Figure 1. Selected gate families (run 1).
Scale: 4 px per um.
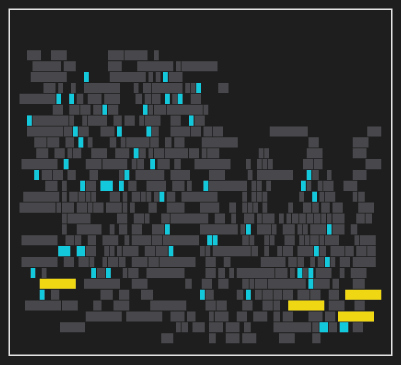
Figure 2. Track usage over the die (run 1).
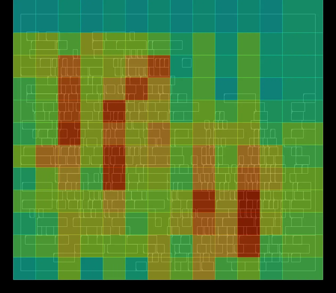
Figure 3. Metal 2 (run 1).
Scale: 3 px per um. Cells faint in the background.
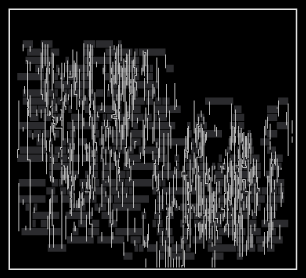
Figure 4. Metal 3 (run 1).
Scale: 3 px per um.
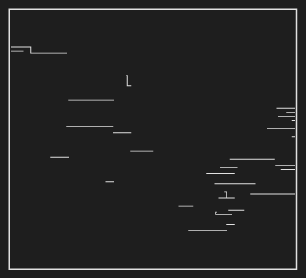
==> src/rtl/tick_counter_pkg.sv <==
// Shared types and elaboration helpers for the tick-driven counter family.
// calc_div returns 0 for an unusable clock/tick ratio so callers can reject it.
package tick_counter_pkg;

    typedef enum logic {
        OVF_WRAP = 1'b0,
        OVF_SAT  = 1'b1
    } ovf_mode_t;

    function automatic int calc_div(input int clk_freq, input int tick_hz);
        int div;
        div = 0;
        if (tick_hz > 0) begin
            if ((clk_freq % tick_hz) == 0) begin
                div = clk_freq / tick_hz;
            end
        end
        return div;
    endfunction

endpackage

==> src/rtl/tick_counter_if.sv <==
// Control and status bundle between a tick_counter and its owner.
// master drives the controls and observes the count; slave is the counter side.
interface tick_counter_if #(
    parameter int WIDTH = 8
);
    logic             en;
    logic             up;
    logic             load;
    logic [WIDTH-1:0] load_val;
    logic             clear;
    logic [WIDTH-1:0] count;
    logic             tick;
    logic             wrap;

    modport master (
        output en, up, load, load_val, clear,
        input  count, tick, wrap
    );

    modport slave (
        input  en, up, load, load_val, clear,
        output count, tick, wrap
    );
endinterface

==> src/rtl/tick_gen.sv <==
// Free-running prescaler emitting a registered one-cycle tick every DIV cycles.
// Latency: first tick DIV cycles after reset release, then exactly every DIV cycles.
// Backpressure: none; the prescaler never stalls.
module tick_gen #(
    parameter int DIV = 2
) (
    input  logic clk,
    input  logic rst_n,
    output logic tick
);
    localparam int            CW   = (DIV > 1) ? $clog2(DIV) : 1;
    localparam logic [CW-1:0] LAST = CW'(DIV - 1);

    logic [CW-1:0] presc_q, presc_d;
    logic          tick_q, tick_d;

    always_comb begin
        presc_d = (presc_q == LAST) ? '0 : presc_q + 1'b1;
        tick_d  = (presc_q == LAST);
    end

    always_ff @(posedge clk or negedge rst_n) begin
        if (!rst_n) begin
            presc_q <= '0;
            tick_q  <= 1'b0;
        end else begin
            presc_q <= presc_d;
            tick_q  <= tick_d;
        end
    end

    assign tick = tick_q;
endmodule

==> src/rtl/tick_counter.sv <==
// Tick-stepped up/down counter with modulus, load/clear and wrap-or-saturate limits.
// Latency: tick/load/clear on cycle N -> new count and wrap visible on cycle N+1.
// Backpressure: none; controls are sampled every cycle, steps only on tick cycles.
module tick_counter
    import tick_counter_pkg::*;
#(
    parameter int        CLK_FREQ = 12_000_000,
    parameter int        TICK_HZ  = 1,
    parameter int        WIDTH    = 8,
    parameter int        MOD      = 256,
    parameter ovf_mode_t OVF_MODE = OVF_WRAP
) (
    input  logic         clk,
    input  logic         rst_n,
    tick_counter_if.slave bus
);
    localparam int DIV = calc_div(CLK_FREQ, TICK_HZ);

    if (DIV < 2) begin : g_bad_div
        $error("tick_counter: CLK_FREQ/TICK_HZ must divide exactly and be >= 2");
    end
    if (MOD < 2 || longint'(MOD) > (longint'(1) << WIDTH)) begin : g_bad_mod
        $error("tick_counter: MOD must lie in 2..2**WIDTH");
    end

    // One extra bit so MOD-1 and clamp compares stay exact when MOD == 2**WIDTH.
    localparam logic [WIDTH:0] LAST = (WIDTH + 1)'(MOD - 1);

    logic             tick;
    logic [WIDTH-1:0] count_q, count_d;
    logic             wrap_q, wrap_d;

    tick_gen #(
        .DIV (DIV)
    ) u_tick_gen (
        .clk   (clk),
        .rst_n (rst_n),
        .tick  (tick)
    );

    always_comb begin
        count_d = count_q;
        wrap_d  = 1'b0;
        if (bus.clear) begin
            count_d = '0;
        end else if (bus.load) begin
            count_d = ({1'b0, bus.load_val} > LAST) ? LAST[WIDTH-1:0] : bus.load_val;
        end else if (tick && bus.en) begin
            if (bus.up) begin
                if ({1'b0, count_q} == LAST) begin
                    wrap_d = 1'b1;
                    if (OVF_MODE == OVF_WRAP) count_d = '0;
                end else begin
                    count_d = count_q + 1'b1;
                end
            end else begin
                if (count_q == '0) begin
                    wrap_d = 1'b1;
                    if (OVF_MODE == OVF_WRAP) count_d = LAST[WIDTH-1:0];
                end else begin
                    count_d = count_q - 1'b1;
                end
            end
        end
    end

    always_ff @(posedge clk or negedge rst_n) begin
        if (!rst_n) begin
            count_q <= '0;
            wrap_q  <= 1'b0;
        end else begin
            count_q <= count_d;
            wrap_q  <= wrap_d;
        end
    end

    assign bus.count = count_q;
    assign bus.tick  = tick;
    assign bus.wrap  = wrap_q;
endmodule

==> src/flat_wrapper.sv <==
// flat-port wrapper written by rule: the top's interface ports become plain ports
module tick_counter_flat import tick_counter_pkg::*;
#(
    parameter int        CLK_FREQ = 12_000_000,
    parameter int        TICK_HZ  = 1,
    parameter int        WIDTH    = 8,
    parameter int        MOD      = 256,
    parameter ovf_mode_t OVF_MODE = OVF_WRAP
)
  (clk, rst_n, bus_en, bus_up, bus_load, bus_load_val, bus_clear, bus_count, bus_tick, bus_wrap);
  tick_counter_if #(.WIDTH(WIDTH)) bus_i ();
  input  logic clk;
  input  logic rst_n;
  input wire logic [$bits(bus_i.en)-1:0] bus_en;
  input wire logic [$bits(bus_i.up)-1:0] bus_up;
  input wire logic [$bits(bus_i.load)-1:0] bus_load;
  input wire logic [$bits(bus_i.load_val)-1:0] bus_load_val;
  input wire logic [$bits(bus_i.clear)-1:0] bus_clear;
  output wire logic [$bits(bus_i.count)-1:0] bus_count;
  output wire logic [$bits(bus_i.tick)-1:0] bus_tick;
  output wire logic [$bits(bus_i.wrap)-1:0] bus_wrap;
  assign bus_i.en = bus_en;
  assign bus_i.up = bus_up;
  assign bus_i.load = bus_load;
  assign bus_i.load_val = bus_load_val;
  assign bus_i.clear = bus_clear;
  assign bus_count = bus_i.count;
  assign bus_tick = bus_i.tick;
  assign bus_wrap = bus_i.wrap;
  tick_counter #(.CLK_FREQ(CLK_FREQ), .TICK_HZ(TICK_HZ), .WIDTH(WIDTH), .MOD(MOD), .OVF_MODE(OVF_MODE)) u_core (.clk(clk), .rst_n(rst_n), .bus(bus_i));
endmodule
==> config.mk <==
export PLATFORM = sky130hd
export DESIGN_NAME = tick_counter_flat
export DESIGN_NICKNAME = d
export VERILOG_FILES = /design/src/rtl/tick_counter_pkg.sv /design/src/rtl/tick_counter_if.sv /design/src/rtl/tick_gen.sv /design/src/rtl/tick_counter.sv /design/src/flat_wrapper.sv
export SDC_FILE = /design/constraint.sdc
export NUM_CORES = 1
export LEC_CHECK = 0
export ABC_AREA = 1
export CORE_ASPECT_RATIO = 0.9
export CORE_MARGIN = 2
export CORE_UTILIZATION = 31
export CTS_BUF_LIST = sky130_fd_sc_hd__clkbuf_8
export DETAILED_ROUTE_END_ITERATION = 8
export GPL_ROUTABILITY_DRIVEN = 0
export SLEW_MARGIN = 20
export SYNTH_ARGS = -nofsm -noshare
export SYNTH_HDL_FRONTEND = slang
export SYNTH_SLANG_ARGS = --single-unit
==> constraint.sdc <==
create_clock -name clk -period 1.3 [get_ports clk]
set_input_delay 0.26 -clock clk [delete_from_list [all_inputs] [get_ports clk]]
set_output_delay 0.26 -clock clk [all_outputs]
set_load 0.02 [all_outputs]
==> CHANGELOG.md, run 1 <==
### Physical design

* Cell repeated most along the worst path: nand2_1
* Clock sinks at 34
* Most frequent logic cell in the layout: nand2_1
* Area of the core at 7148 um2
* Remaining antenna violation count after routing at 0
* Nets at 435
* H-tree depth at 2
* Setup ws final at -125.9 ps
* Total Power at 2.642 mW
* Largest net degree at the start of global routing at 35
* Reg2Reg Depth at 10
* Synthesized area at 2323 um2
* Final std cells w/o fill at 511
* Clk ins delay skew pair at 280 ps
* Violated checks: setup timing
* Std cell rows at 29
* Final setup vio count at 24
* Share of cells above drive strength 1 at 41.39%
* Normalized max-slew margin at 77.12%
* Crit end category: flip-flop
* Cell count after synthesis at 324
* Min Tclk post-route at 1426 ps
* DRT iter0 DRCs at 101
* Status: complete, but fails checks
* Mapped Nets at 342
* Primary FF master, synth: dfrtp_1
## Picture notes: Figure 1
color	family	cells
yellow	adder and majority cells	4
cyan	inverters	49

## Picture notes: Figure 2
final core utilization: 50.13%
GRT met2 Usage: 26.57%
Global Route Usage Sum: 16.50%

## Picture notes: Figure 3
wire length on this layer	3,260 um
nets with wire on the layer	377
share of all routed wire	49%
longest straight run	27.5 um
main direction	vertical

## Picture notes: Figure 4
main direction	horizontal
nets with wire on the layer	22
share of all routed wire	3.2%
wire length on this layer	213 um

[run 1: logic make-up (layout without fill, tap and decap cells)]
kind of cell             count (synthesis)  count (layout)  synth area share, %
XOR/XNOR                                16              16                6.031
AND-OR/OR-AND                           28              28                6.354
flip-flops                              34              34                36.62
AND/OR/NAND/NOR                        187             188                39.36
buffers and inverters                   55             148                9.477
adder cells (fa/ha/maj)                  4               4                2.154
[run 1: worst max path at each step]
stage / startpoint / to / depth (start not counted)
after global routing: u_core.u_tick_gen.presc_q[0] / u_core.u_tick_gen.presc_q[23] / 9
after floorplan: u_core.bus.count[2] / u_core.bus.count[7] / 11
after global placement: bus_clear / u_core.bus.count[3] / 9
after CTS: u_core.bus.count[0] / u_core.bus.count[6] / 10
final: u_core.bus.count[0] / u_core.bus.count[6] / 10
after detailed placement: bus_load / u_core.bus.count[0] / 6
[run 1: cells in the mapped netlist, drive strengths merged, types with 2 or more instances]
cell | number | share of area (%)
nand4 | 11 | 3.0
ha | 4 | 2.2
o21ai | 15 | 3.2
nand3 | 24 | 6.5
clkbuf | 2 | 0.32
nand2 | 85 | 15
nor2 | 53 | 11
xor2 | 14 | 5.3
a21oi | 9 | 1.9
dfrtp | 34 | 37
xnor2 | 2 | 0.75
buf | 4 | 1.1
inv | 48 | 7.9
nor3 | 9 | 3.1
o211ai | 2 | 0.65
[run 1: worst register-to-register path, delay by kind of cell, from the launching register on]
family	cells	cell delay [ps]
xor+xnor	1	160
fa+ha+maj	1	190
buf+inv	1	50
flops	1	470
simple gates	7	440
[run 1: final cells by class]
type	count	area, um2	share of cell area, %
clock buffer	6	82.58	2.304
clock inverter	2	8.758	0.2444
inverter	49	201.4	5.621
multi-input combinational	236	1544	43.09
sequential	34	862.1	24.06
tap	93	116.4	3.247
timing repair buffer	91	768.2	21.44
[run 1: stage by stage]
stage / setup WS, ps / cell area [um2] / setup TNS [ps] / util (%) / hold WS, ps
2_1_floorplan: -49.17 / 2396 / -290.3 / - / -35.59
3_3_place_gp: -229.5 / 3093 / -2369 / 43.27 / 549.0
3_5_place_dp: -230.0 / 3093 / -2538 / 43.27 / 554.9
4_1_cts: -97.34 / 3344 / -1201 / 46.79 / 347.2
5_1_grt: -211.8 / 3583 / -4038 / 50.13 / 369.6
6_report: -125.9 / 3583 / -1606 / 50.13 / 339.2
[run 1: power breakdown]
| part | internal [mW] | total (mW) | switching, mW |
|---|---|---|---|
| clock network | 0.419 | 0.799 | 0.380 |
| registers | 1.09 | 1.15 | 0.0650 |
| logic | 0.327 | 0.689 | 0.363 |
| total | 1.83 | 2.64 | 0.808 |
[run 1: sequential cells by signal, indices dropped and copies added, names as in the netlist]
register,flops
u_core.u_tick_gen.presc_q,24
u_core.bus.wrap,1
u_core.bus.count,8
u_core.u_tick_gen.tick,1
[run 1: metal layers]
layer  vias up  routed length, um  track usage, %  part of all wire (%)
met5         -                  0               0                     0
met4         0                 53           3.426                  0.80
met3         7                212           2.548                   3.2
met2        40               3257           26.57                    49
met1      1171               3066           23.44                    47
li1       1212                  -               -                     -
[run 1: timing repair]
action | 4_1_cts | 5_1_grt
resized | 64 | 48
pin swaps | 15 | 25
cloned | 1 | 0
endpoints found under the setup margin | 36 | 37
setup buffers | 6 | 12
==> run 2, diff against run 1 <==
- TNS_END_PERCENT: not set -> 100
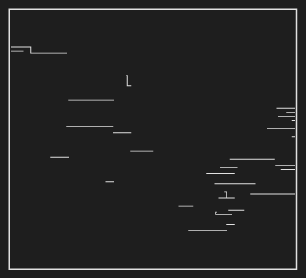
Figure 5: run 2, metal 3.
Scale: 3 px per um.
wire length on this layer	213 um
nets with wire on the layer	22
main direction	horizontal
longest straight run	15.4 um
share of all routed wire	3.2%

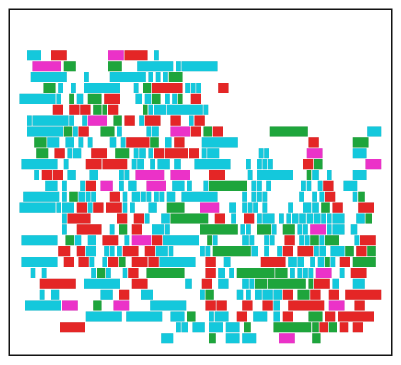
Figure 6: run 2, cells by drive strength.
Scale: 4 px per um.
color	size	cells
green	drive 2	63
red	drive 3 to 4	92
magenta	drive 6 and up	18
cyan	drive 1 or less	245

==> run 2 against run 1 <==
  * The flow still finishes with violations (setup timing)
  * Critical path depth unchanged
  * Combinational power about the same
  * Via count unchanged
  * Clock skew unchanged
  * Worst hold slack unchanged
  * Critical endpoint unchanged
==> CHANGELOG.md, run 2 <==
### Physical design

* Status: complete, but fails checks
* Violated checks: setup timing
* P_int at 1.835 mW (unchanged)
* Combinational fraction of design power at 26.1% (about the same)
* H-tree depth at 2 (unchanged)
* Largest net degree at the start of global routing at 35 (unchanged)
* Setup ws final at -125.9 ps (unchanged)
* Most frequent logic cell in the layout: nand2_1
* Primary FF master, synth: dfrtp_1
* Clk ins delay skew pair at 280 ps (about the same)
* Clock sinks at 34 (unchanged)
* Post-synth top cells: nand2_1 (79), inv_1 (43), nor2_1 (43), dfrtp_1 (34), nand3_1 (21)
* DRT iter0 DRCs at 101 (unchanged)
* Psw at 807.8 uW (unchanged)
* Remaining antenna violation count after routing at 0 (unchanged)
* Mapped Nets at 342 (unchanged)
* Total Power at 2.642 mW (unchanged)
* Normalized max-slew margin at 77.12% (unchanged)
* Final std cells w/o fill at 511 (unchanged)
* Final setup vio count at 24 (unchanged)
* Most common cell in the netlist: nand2_1
* Nets at 435 (unchanged)
* Switching part of the total at 30.57% (unchanged)
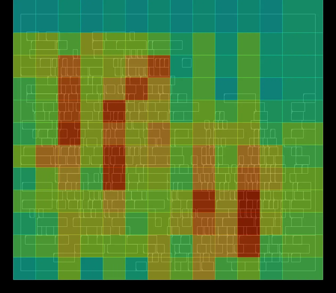
Figure 7: run 2, track usage over the die.
Top Usage Layer GRT: met2
drt wl/cell: 12.90 um
met3 Use GR: 2.548%
routing usage on met1: 23.44%

## run 2: metal layers
metal	track usage (%)	up-vias	wire [um]	share of wire [%]
li1	-	1212	-	-
met1	23.44	1171	3066	47
met2	26.57	40	3257	49
met3	2.548	7	212	3.2
met4	3.426	0	53	0.80
met5	0	-	0	0
## run 2: worst max-delay path, stage by stage, from the launching register on
cell     delay [ps]
dfrtp_2         470
ha_4            190
nand2_2          70
inv_2            50
nand3_2          50
xor2_1          160
nand2_1          70
nand2_1          80
nand2_1          50
nand2_1          70
nand2_1          50
## run 2: what timing repair did
action                                  4_1_cts  5_1_grt
endpoints found under the setup margin       36       37
hold endpoints to repair                      0        0
gates cloned                                  1        0
resized                                      64       48
pin swaps                                    15       25
buffers inserted                              6       12
## run 2: area by class of cell
| class | instances | area [um2] | area share [%] |
|---|---|---|---|
| Clock buffer | 6 | 82.58 | 2.304 |
| Inverter | 49 | 201.4 | 5.621 |
| Tap cell | 93 | 116.4 | 3.247 |
| Timing Repair Buffer | 91 | 768.2 | 21.44 |
| Clock inverter | 2 | 8.758 | 0.2444 |
| Sequential cell | 34 | 862.1 | 24.06 |
| Multi-Input combinational cell | 236 | 1544 | 43.09 |
## run 2: final timing paths
kind,from,to,slack [ps],cells past startpoint
setup / recovery,u_core.bus.count[0],u_core.bus.count[6],-130,10
hold / removal,rst_n,u_core.u_tick_gen.presc_q[13],340,2
setup reg to reg,u_core.bus.count[0],u_core.bus.count[6],-130,10
min in group clk,u_core.u_tick_gen.tick,u_core.bus.wrap,550,2
max in group asynchronous,rst_n,u_core.bus.count[6],760,2
hold reg to reg,u_core.u_tick_gen.tick,u_core.bus.wrap,550,2
## run 2: power by group through the flow
| stage | clock, mW | sequential (mW) | combinational [mW] |
|---|---|---|---|
| after floorplan | 0 | 1.17 | 0.288 |
| after global placement | 0 | 1.17 | 0.550 |
| after detailed placement | 0 | 1.17 | 0.553 |
| after CTS | 0.827 | 1.15 | 0.632 |
| after global routing | 0.881 | 1.16 | 0.751 |
| final | 0.799 | 1.15 | 0.689 |
## run 2: kinds of logic (layout without fill, tap and decap cells)
kind of cell / Yosys count / count (layout) / synth area share, %
xor gates and xnor gates: 16 / 16 / 6.031
AOI/OAI and AO/OA: 28 / 28 / 6.354
buffers and inverters: 55 / 148 / 9.477
adders and majority gates: 4 / 4 / 2.154
and+or+nand+nor: 187 / 188 / 39.36
DFF: 34 / 34 / 36.62
## run 2: per-stage QoR
stage / utilization (%) / hold WS (ps) / instance area, um2 / setup TNS, ps / setup WS (ps)
2_1_floorplan: - / -35.59 / 2396 / -290.3 / -49.17
3_3_place_gp: 43.27 / 549.0 / 3093 / -2369 / -229.5
3_5_place_dp: 43.27 / 554.9 / 3093 / -2538 / -230.0
4_1_cts: 46.79 / 347.2 / 3344 / -1201 / -97.34
5_1_grt: 50.13 / 369.6 / 3583 / -4038 / -211.8
6_report: 50.13 / 339.2 / 3583 / -1606 / -125.9
Power and IR drop assume default switching activity.
